Design rain_column_sched, sky130hd; sources not shown.
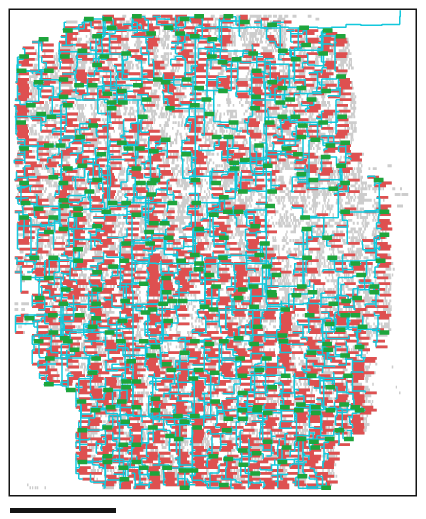
(clock distribution)
The bar under the picture is 100 um long.
[clock wires] cyan | length: 24.8 mm
[clock-net drivers] green | count: 351
[flip-flops] red | count: 1,862
routed clock nets: 352
flops lie: all over the die
Worst-Skew Late Latency: 0.95 ns
Power Clock: 0.0152 W

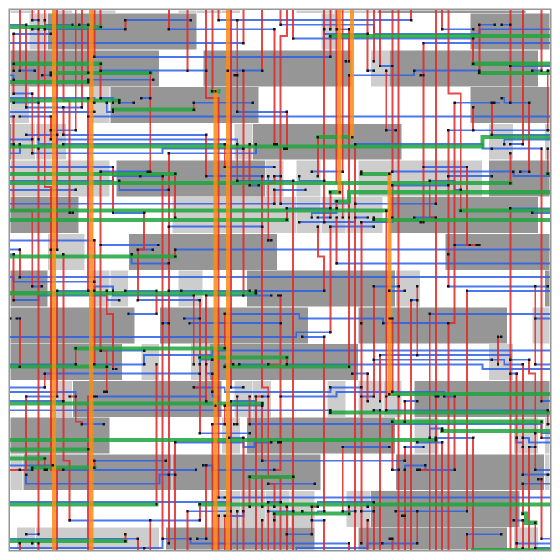
(close-up of the layout)
Region (172, 118) to (212, 158) um. Cells in grey, sequential cells in the stronger grey; small squares are vias.
| layer | colour |
|---|---|
| M4 | orange |
| M1 | blue |
| M2 | red |
| M3 | green |
most frequent: edfxtp_1 (28), nor2_1 (14), o21ai_0 (11)
sequential cells in the window: 28
cells with their middle in the window: 71

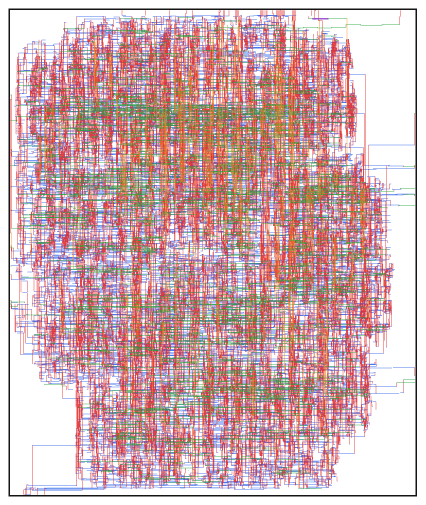
(signal wires by layer)
| layer | colour | wire length |
|---|---|---|
| M2 | red | 130 mm |
| M1 | blue | 105 mm |
| M5 | purple | 13.8 um |
| M3 | green | 34.1 mm |
| M4 | orange | 17,700 um |
Routed WL per cell: 27.21 um
All-Layer GR Usage: 31.66%

==> impl_metrics.env <==
# source this file to load flow results
export IMPL_post_route_drc_count=0
export IMPL_crit_fanout=50
export IMPL_cp_end_kind="flip-flop"
export IMPL_top_logic_kind="AND-OR/OR-AND gates"
export IMPL_syn_inst=8104
export IMPL_tapCellCount=2254
export IMPL_largest_class="sequential cells"
export IMPL_flop_cell="edfxtp_1"
export IMPL_yosys_area_share_simple_pct=13.64
export IMPL_post_cts_buffers=0
export IMPL_die_w_um=383.6
export IMPL_finalWorstSetupSlack_ns=0.8194
export IMPL_syn2layout_area_growth_pct=16.18
export IMPL_drt_wl_total_mm=287.0
export IMPL_via_per_inst=6.410
export IMPL_final_nets=8069
export IMPL_fmax_mhz=145.3
export IMPL_drive_gt1_share_pct=8.788
export IMPL_yosysUniqueCellTypes=48
export IMPL_largest_area_cell="edfxtp_1"
export IMPL_cts_htree_levels=5
export IMPL_grt_overflow_total=0
export IMPL_dpl_hpwl_mm=170.6
export IMPL_min_path_type="primary input to flip-flop"
export IMPL_synthesis_nets=8157
export IMPL_vias=67610
export IMPL_period_minus_slack_ns=6.881
export IMPL_cpPeakStageDelay_ns=2.16
export IMPL_clkSinkCount=1862
export IMPL_route_met3_wl_mm=34.10
export IMPL_critical_path_slowest_cell="clkbuf_1"
export IMPL_p_total_w=0.02775
export IMPL_reg2reg_slack_ns=1.23
export IMPL_fill_cells=13770
export IMPL_clkbuf_count=387
export IMPL_cp_arrival_ns=7.52
export IMPL_layout_area_comb_um2=25400
export IMPL_rr_worst_depth=10
export IMPL_crit_buf_inv=5
export IMPL_maxPowerGroup="clock"
export IMPL_place_area_um2=86800
export IMPL_ys_seq_share_pct=65.41
export IMPL_ir_drop_v=0.0002622
export IMPL_dr_pass1_iters=9
export IMPL_finalMaxSlewViolations=1610
export IMPL_status="finished with violations"
export IMPL_p_comb_share_pct=4.8
export IMPL_io_pins=71
export IMPL_cpMostUsedCell="nand3_1"
export IMPL_crit_family="buffers and inverters"
export IMPL_timing_hold_ws_ns=0.1658
export IMPL_ant_nets=0
export IMPL_synth_top_cell_by_count="edfxtp_1"
export IMPL_switching_share_pct=22.98
export IMPL_cts_resized=0
export IMPL_die_area_um2=176000
export IMPL_ys_seq_elements=1862
export IMPL_yosys_warnings=0
export IMPL_ff_count=1862
export IMPL_syn_avg_cell_area_um2=10.45
export IMPL_initCoreUtil_pct=50.25
export IMPL_p_leak_nw=33.42
export IMPL_pwr_share_seq_pct=40.3
export IMPL_root_buffer="clkbuf_16"
export IMPL_drv_cap=34
export IMPL_num_nonclk_buffers=184
export IMPL_core_area_um2=168500
export IMPL_route_met2_wl_mm=130.4
export IMPL_combinationalPower_w=0.00134
export IMPL_netlist_area_um2=84660
export IMPL_final_area_um2=98350
export IMPL_violations="capacitance limit, slew limit"
export IMPL_p_clk_share_pct=54.9
export IMPL_largest_reg_flops=720
export IMPL_edf_count=1808
export IMPL_setup_worst_path_start_class="primary input"
export IMPL_holdPathStages=1
export IMPL_grt_pass1_vias=63790
export IMPL_lay_top_cells="1,808 x edfxtp_1, 1,349 x o21ai_0, 1,071 x nor2_1, 1,012 x nand2_1, 555 x nand3_1"
export IMPL_comb_cells=5230
export IMPL_clk_pin_slew_ns=0.05
export IMPL_lay_top_count="edfxtp_1"
export IMPL_yosys_cells=8104
export IMPL_rsz0062_at_grt="false"
export IMPL_post_route_util_pct=58.38
export IMPL_grt_met1_usage_pct=41.61
export IMPL_grt_max_degree=225
export IMPL_crit_chain="buf_6 -> clkbuf_1 -> nand2_1 -> inv_1 -> buf_4 -> nand2_1 -> nand4_1 -> nand3_1 -> nand3_1 -> nand3_1 -> buf_4 -> nor2_1"
export IMPL_p_sw_w=0.006376
export IMPL_p_seq_w=0.0112
export IMPL_hold_viol=0
export IMPL_internal_power_w=0.02137
export IMPL_tightest_slew_ns=4.724
export IMPL_cts_buffers=351
export IMPL_common_cells="1,808 x edfxtp_1, 1,351 x o21ai_0, 1,085 x nor2_1"
export IMPL_grtUsageMet3_pct=7.569
export IMPL_ctsLongestPathBuffers=4
export IMPL_setup_viol=0
export IMPL_num_nonclk_inverters=387
export IMPL_worst_setup_path_type="primary input to flip-flop"
export IMPL_wl_met1_mm=104.8
export IMPL_muxShareOfSynthArea_pct=0
export IMPL_compound_area_share_pct=15.98
export IMPL_clkCellAreaFrac_pct=11.89
export IMPL_placementRows=165
export IMPL_cts_tree="yes"
export IMPL_highest_layer="met5"
export IMPL_dp_cells=9917
export IMPL_place_congestion=0.9848
export IMPL_xor_area_share_pct=0.1138
export IMPL_place_ws_ns=1.617
export IMPL_worst_path_stages=12
export IMPL_die_y_um=458.8
export IMPL_period_used_pct=89.36
export IMPL_required_ns=8.34
export IMPL_yosys_area_um2=84660
export IMPL_sh_seq_area_pct=56.31
export IMPL_synthDominantCellAreaShare_pct=64.13
export IMPL_synthAdderAreaFrac_pct=0.2099
export IMPL_top_cells_by_area="edfxtp_1 64%, o21ai_0 8.0%, nor2_1 4.8%"
export IMPL_final_nonclk_buf_share_pct=1.576
export IMPL_place_port_buffers=70
export IMPL_slew_headroom_pct=-214.9
export IMPL_antenna_found_initial=12
export IMPL_sh_comb_area_pct=25.82
export IMPL_drt_initial_drc_count=10610
export IMPL_antenna_cells_inserted=10
export IMPL_top_usage_layer="met2"
export IMPL_warning_count=69
export IMPL_setup_tns_ns=0
export IMPL_final_cells=10550
export IMPL_grt_pass1_wl_mm=414.8
export IMPL_use_met2_pct=48.61
Power and IR drop assume default switching activity.
